File: src/rtl/uart_tx_arbiter.sv
// uart_tx_arbiter: round-robin arbiter that lets four byte sources share one
// UART transmitter. A grant stays with its holder until the byte marked last
// completes (packet lock); a stalled transmitter or a silent holder is aborted
// after TIMEOUT cycles.
//
// Ports:
//   clk, rst          clock (rising edge), asynchronous active-high reset
//   req[3:0]          per-requester level request, held until its ack
//   req_data[31:0]    byte of requester i on bits [8i+7:8i]
//   req_last[3:0]     byte of requester i closes its packet
//   ack[3:0]          one-cycle pulse: byte of requester i accepted
//   tx_start          one-cycle load strobe to the transmitter
//   tx_data[7:0]      byte to transmit, held until the next load
//   tx_busy           transmitter busy, no load while high
//   tx_done           transmitter finished the current byte
//   owner[1:0]        current grant holder
//   owner_valid       a grant is active (SEND, WAIT, HOLD)
//   timeout_err       one-cycle pulse when a grant is aborted
module uart_tx_arbiter #(
  parameter int unsigned TIMEOUT = 4095,
  parameter int unsigned NREQ    = 4
) (
  input  logic              clk,
  input  logic              rst,
  input  logic [NREQ-1:0]   req,
  input  logic [8*NREQ-1:0] req_data,
  input  logic [NREQ-1:0]   req_last,
  output logic [NREQ-1:0]   ack,
  output logic              tx_start,
  output logic [7:0]        tx_data,
  input  logic              tx_busy,
  input  logic              tx_done,
  output logic [1:0]        owner,
  output logic              owner_valid,
  output logic              timeout_err
);

  localparam int unsigned IDX_W  = 2;
  localparam int unsigned CNT_W  = 12;
  localparam int unsigned BYTE_W = 8;

  typedef enum logic [1:0] {
    S_IDLE = 2'd0,
    S_SEND = 2'd1,
    S_WAIT = 2'd2,
    S_HOLD = 2'd3
  } state_t;

  state_t              state, state_n;
  logic [IDX_W-1:0]    rr_ptr, rr_ptr_n;
  logic [IDX_W-1:0]    owner_n;
  logic [BYTE_W-1:0]   cur_data, cur_data_n;
  logic                cur_last, cur_last_n;
  logic [CNT_W-1:0]    cnt, cnt_n;
  logic [NREQ-1:0]     ack_n;
  logic                tx_start_n;
  logic [BYTE_W-1:0]   tx_data_n;
  logic                owner_valid_n;
  logic                timeout_err_n;

  logic                grant_found;
  logic [IDX_W-1:0]    grant_idx;
  logic [IDX_W-1:0]    cand;
  logic                cnt_max;
  logic                hold_ready;

  assign cnt_max    = (cnt == CNT_W'(TIMEOUT));
  assign hold_ready = req[owner] && !tx_busy;

  // Round-robin search: first requester at or after rr_ptr. Scanning from the
  // farthest offset down lets the nearest one overwrite the result.
  always_comb begin
    grant_found = 1'b0;
    grant_idx   = rr_ptr;
    cand        = '0;
    for (int i = NREQ - 1; i >= 0; i--) begin
      cand = rr_ptr + IDX_W'(i);
      if (req[cand]) begin
        grant_found = 1'b1;
        grant_idx   = cand;
      end
    end
  end

  // State register
  always_ff @(posedge clk or posedge rst) begin
    if (rst) begin
      state <= S_IDLE;
    end else begin
      state <= state_n;
    end
  end

  // Next-state logic
  always_comb begin
    state_n = state;
    case (state)
      S_IDLE: begin
        if (grant_found && !tx_busy) state_n = S_SEND;
      end
      S_SEND: begin
        state_n = S_WAIT;
      end
      S_WAIT: begin
        // tx_done outranks a timeout landing in the same cycle
        if (tx_done)      state_n = cur_last ? S_IDLE : S_HOLD;
        else if (cnt_max) state_n = S_IDLE;
      end
      S_HOLD: begin
        if (hold_ready)   state_n = S_SEND;
        else if (cnt_max) state_n = S_IDLE;
      end
      default: state_n = S_IDLE;
    endcase
  end

  // Output and datapath next values; all of these are registered below
  always_comb begin
    rr_ptr_n      = rr_ptr;
    owner_n       = owner;
    cur_data_n    = cur_data;
    cur_last_n    = cur_last;
    cnt_n         = cnt;
    ack_n         = '0;
    tx_start_n    = 1'b0;
    tx_data_n     = tx_data;
    timeout_err_n = 1'b0;
    owner_valid_n = (state_n != S_IDLE);
    case (state)
      S_IDLE: begin
        if (grant_found && !tx_busy) begin
          owner_n    = grant_idx;
          cur_data_n = req_data[{grant_idx, 3'b000} +: BYTE_W];
          cur_last_n = req_last[grant_idx];
        end
      end
      S_SEND: begin
        tx_start_n = 1'b1;
        ack_n      = NREQ'(1) << owner;
        tx_data_n  = cur_data;
        cnt_n      = '0;
      end
      S_WAIT: begin
        if (tx_done) begin
          if (cur_last) rr_ptr_n = owner + IDX_W'(1);
          else          cnt_n    = '0;
        end else if (cnt_max) begin
          timeout_err_n = 1'b1;
          rr_ptr_n      = owner + IDX_W'(1);
        end else begin
          cnt_n = cnt + CNT_W'(1);
        end
      end
      S_HOLD: begin
        // Packet lock: only the holder's next byte is considered
        if (hold_ready) begin
          cur_data_n = req_data[{owner, 3'b000} +: BYTE_W];
          cur_last_n = req_last[owner];
        end else if (cnt_max) begin
          timeout_err_n = 1'b1;
          rr_ptr_n      = owner + IDX_W'(1);
        end else begin
          cnt_n = cnt + CNT_W'(1);
        end
      end
      default: ;
    endcase
  end

  // Output and datapath registers
  always_ff @(posedge clk or posedge rst) begin
    if (rst) begin
      rr_ptr      <= '0;
      owner       <= '0;
      cur_data    <= '0;
      cur_last    <= 1'b0;
      cnt         <= '0;
      ack         <= '0;
      tx_start    <= 1'b0;
      tx_data     <= '0;
      owner_valid <= 1'b0;
      timeout_err <= 1'b0;
    end else begin
      rr_ptr      <= rr_ptr_n;
      owner       <= owner_n;
      cur_data    <= cur_data_n;
      cur_last    <= cur_last_n;
      cnt         <= cnt_n;
      ack         <= ack_n;
      tx_start    <= tx_start_n;
      tx_data     <= tx_data_n;
      owner_valid <= owner_valid_n;
      timeout_err <= timeout_err_n;
    end
  end

endmodule

File: config.mk
export PLATFORM = sky130hd
export DESIGN_NAME = uart_tx_arbiter
export DESIGN_NICKNAME = d
export VERILOG_FILES = /design/src/rtl/uart_tx_arbiter.sv
export SDC_FILE = /design/constraint.sdc
export NUM_CORES = 1
export LEC_CHECK = 0
export ABC_AREA = 1
export CORE_MARGIN = 2
export CORE_UTILIZATION = 46
export CTS_CLUSTER_SIZE = 28
export DETAILED_ROUTE_END_ITERATION = 8
export HOLD_SLACK_MARGIN = 0.03
export PLACE_DENSITY = 0.75
export SLEW_MARGIN = 10
export SYNTH_ARGS = -nofsm -noshare
export SYNTH_HDL_FRONTEND = slang
export SYNTH_SLANG_ARGS = --single-unit
File: constraint.sdc
create_clock -name clk -period 2.2 [get_ports clk]
set_clock_uncertainty 0.15 [all_clocks]
set_input_delay 0.22 -clock clk [delete_from_list [all_inputs] [get_ports clk]]
set_output_delay 0.22 -clock clk [all_outputs]
set_load 0.005 [all_outputs]
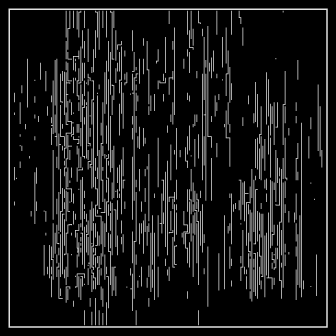
**Above:** metal 2.
Scale: 4 px per µm.
main direction: vertical
wire length on this layer: 3,310 µm
share of all routed wire: 49%
longest straight run: 43.5 µm
Global Route met2 Usage: 36.36%
total routed wirelength: 6.817 mm
vias: 2,711

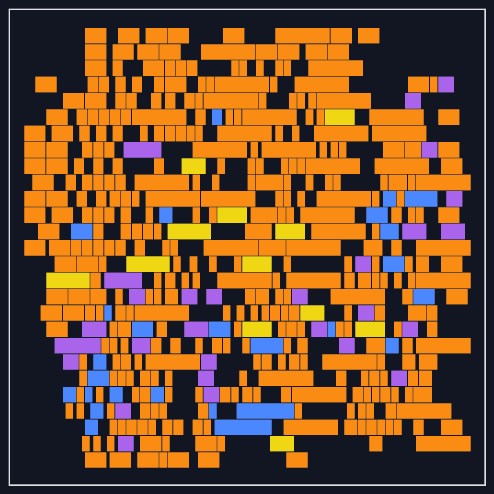
**Above:** cells by drive strength.
Scale: 6 px per µm.
[blue] drive 2 | cells: 26 | most used: nand2_2
[orange] drive 1 or less | cells: 374 | most used: nand2_1
[purple] drive 3 to 4 | cells: 28 | most used: buf_4
[yellow] drive 6 and up | cells: 12 | most used: clkbuf_8
final setup margin: 86.68 ps
Finished Cell Area: 3615 µm²
relative area change from synthesis to final layout: 39.43%
Non-Clock Buffer Count: 82

==> Slide: Implementation Results <==
Implementation Results

Synthesis
  – Yosys simple share: around two fifths
  – Post-synthesis cell type with the largest combined area: sky130_fd_sc_hd__dfrtp_1
  – Post-synth EDFFs: 0
  – Mux cell area share after synthesis: 0%
  – Number of synthesis warnings: 0
  – Yosys top cell area share: about two fifths
  – Cells after Synth: about 360
  – Post-synthesis adder-cell area fraction: about 2.4%
  – Post-synth area hogs: sky130_fd_sc_hd__dfrtp_1 (41%), sky130_fd_sc_hd__nand2_1 (15%), sky130_fd_sc_hd__nand3_1 (14%)
  – Leading post-synthesis cells by instance count: sky130_fd_sc_hd__nand2_1 (101), sky130_fd_sc_hd__nand3_1 (74), sky130_fd_sc_hd__dfrtp_1 (42)
  – Register bit count reported by yosys: approximately 42
  – Yosys stat area: 2592 µm²
  – Comb area leader: simple AND/OR/NAND/NOR gates
  – Area fraction in compound gates after synthesis: 6.805%
  – Primary flip-flop cell chosen by synthesis mapping: sky130_fd_sc_hd__dfrtp_1
  – Synth unique cells: 29
  – Sequential fraction of the synthesis area: about two fifths
  – Dominant cell by count in the synthesized netlist: sky130_fd_sc_hd__nand2_1

Final layout
  – Non-clock buffer contribution to total cell area: between 20 and 25%
  – Largest register FFs: 12
  – Number of filler cells placed in the layout: approximately 480
  – Number of flip-flops and latches: 42
  – Logic share of the area: between 30% and 40%
  – Clock buffer instance count of the final layout: 6
  – Number of non-filler instances in the completed layout: just over 500
  – Share of layout cells above drive strength 1: around 15%
  – Total number of multi-input combinational cells: ~270
  – Largest registers in the final layout: cnt (12), cur_data (8), tx_data (8)
  – Most area-hungry cell class in the final design: combinational gates

CTS
  – H-tree depth reported by CTS: 2
  – Number of clock sinks seen by CTS: around 42
  – Gates resized, CTS repair: 3
  – Skew-Pair Late Insertion Delay: ~300 ps
  – Buffer cell driving the clock tree root: sky130_fd_sc_hd__clkbuf_8
  – Max clock buf depth: 2
  – Number of CTS-inserted buffers: 5
  – Clock-pin transition on the worst setup and hold timing paths: 90 ps
  – CTS tree: done
  – Number of buffers added to fix hold violations after cts: 0

Global route
  – Antenna violations before repair: 0
  – Vias in the first global route: about 2,500
  – Final global-route overflow total: 0

Worst setup path
  – Delay contributed by the slowest stage of the critical path: 470 ps
  – Critical Setup Path Class: reg2reg
  – R2r endpoint: cur_last$_DFFE_PP0P_
  – Kind of cell adding the most delay to the critical path: simple AND/OR/NAND/NOR gates
  – Type of element capturing the critical path: register
  – Source of the critical timing path: rr_ptr[0]$_DFFE_PP0P_
  – Largest fanout of any net on the critical path: 12
  – Path length in cells of the critical path: 14
  – Critical path, cell by cell: buf_4 -> nand2_1 -> nand2_1 -> nand2_2 -> nand2_1 -> inv_1 -> nand2_2 -> or3_1 -> nand3_2 -> nand2_4 -> inv_8 -> nor2_1 -> nand2_1 -> nand2_1
  – Slowest-stage cell, CP: sky130_fd_sc_hd__dfrtp_2

Place
  – Final HPWL from detailed placement: 4.873 mm
  – Quantity of I/O buffers inserted on ports: roughly 60
  – Post-Place Cells: 496
  – Gpl congestion: slightly below 0.9

Route
  – DRC: 0
  – Detailed router's first-iteration violation count: ~130
  – Top metal layer carrying routed signals: met4
  – Sum of met2 wire segment lengths after detailed routing: approximately 3.3 mm
  – Wire length on met3: roughly 360 µm
  – First drt pass iteration count: 4

Floorplanning
  – Floorplan-stage core utilization: 47.37%
  – Die Ht: a little under 80 µm
  – Total number of placement rows: 27
  – Core Area: 5473 µm²

Pwr
  – Maximum resistive drop on vdd: around 0.85 mV
  – Part of the total power dissipated in sequential elements: 25.5%
  – Leakage component of the power: about 1.8 nW
  – Top power group: combinational cells
  – Fraction of power spent switching nets: 47.43%
  – Share of power burned in combinational logic: about 64%
  – Clk pwr share: a little over a tenth

Timing
  – Unrepaired setup endpoints after global routing: true
  – Minimum clock period: roughly 2100 ps
  – Max Clk Rate: roughly 470 MHz
  – Final tally of setup violations: 0
  – Relative slew slack: slightly below 60%
  – Final count of pins violating max slew: 0

Run status
  – Run status: finished clean

Hold path
  – Worst Hold Class: in2async

Job
  – OpenROAD warnings: 31
  – Number of max-capacitance violations reported: 0
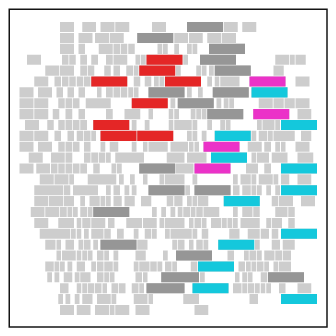
**Above:** sequential cells colored by netlist name.
Scale: 4 px per µm. Other sequential cells in the stronger gray, the rest of the logic in the fainter gray.
[cyan] `cnt` | flops: 12
[red] `cur_data` | flops: 8 | where: top middle
[magenta] `ack` | flops: 4
not colored: 18
reported sequential group power: 0.00126 W
sequential share of cell area: 29.14%
final core occ: 66.05%
total area of sequential cells: 1054 µm²

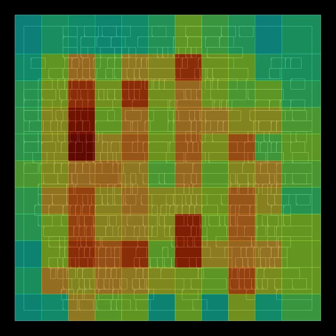
**Above:** congestion heat map.
total track usage: 21.68%
GR Layer Usage met1: 29.62%
met3 layer usage reported by global route: 2.614%
Most Used Layer, Global Route: met2
wire length per cell: 13.31 µm

[cells in the final DEF, fill, tap and decap left out, types with 4 or more instances in the layout]
| cell type | instances |
|---|---|
| sky130_fd_sc_hd__nand2_1 | 97 |
| sky130_fd_sc_hd__nand3_1 | 70 |
| sky130_fd_sc_hd__clkdlybuf4s50_1 | 60 |
| sky130_fd_sc_hd__dfrtp_1 | 40 |
| sky130_fd_sc_hd__inv_1 | 34 |
| sky130_fd_sc_hd__nor2_1 | 22 |
| sky130_fd_sc_hd__buf_4 | 19 |
| sky130_fd_sc_hd__o21ai_0 | 17 |
| sky130_fd_sc_hd__nand2_2 | 7 |
| sky130_fd_sc_hd__nor3_1 | 7 |
| sky130_fd_sc_hd__clkbuf_8 | 6 |
| sky130_fd_sc_hd__nand3_2 | 5 |
| sky130_fd_sc_hd__a21oi_1 | 5 |
| sky130_fd_sc_hd__xor2_1 | 5 |
| sky130_fd_sc_hd__inv_2 | 4 |
| sky130_fd_sc_hd__nand2_4 | 4 |
| sky130_fd_sc_hd__ha_1 | 4 |
[metrics by stage]
step | setup slack (ps) | util, % | hold slack [ps] | power (W) | cell area (µm²)
floorplan | 236.4 | - | 294.1 | 0.003143 | 2592
global placement | -64.16 | 60.86 | 306.3 | 0.003918 | 3331
detailed placement | -128.9 | 60.86 | 310.5 | 0.003979 | 3331
CTS | -12.04 | 62.80 | 217.6 | 0.004542 | 3437
global route | -48.92 | 66.05 | 255.3 | 0.005369 | 3615
finish | 86.68 | 66.05 | 206.1 | 0.004940 | 3615
[routing by layer]
| layer | global-route usage [%] | up-vias |
|---|---|---|
| met5 | 0 | - |
| met4 | 6.034 | 0 |
| met3 | 2.614 | 17 |
| met2 | 36.36 | 98 |
| met1 | 29.62 | 1249 |
| li1 | - | 1347 |
Power figures rest on the tool's default switching activity, not on a simulated workload.
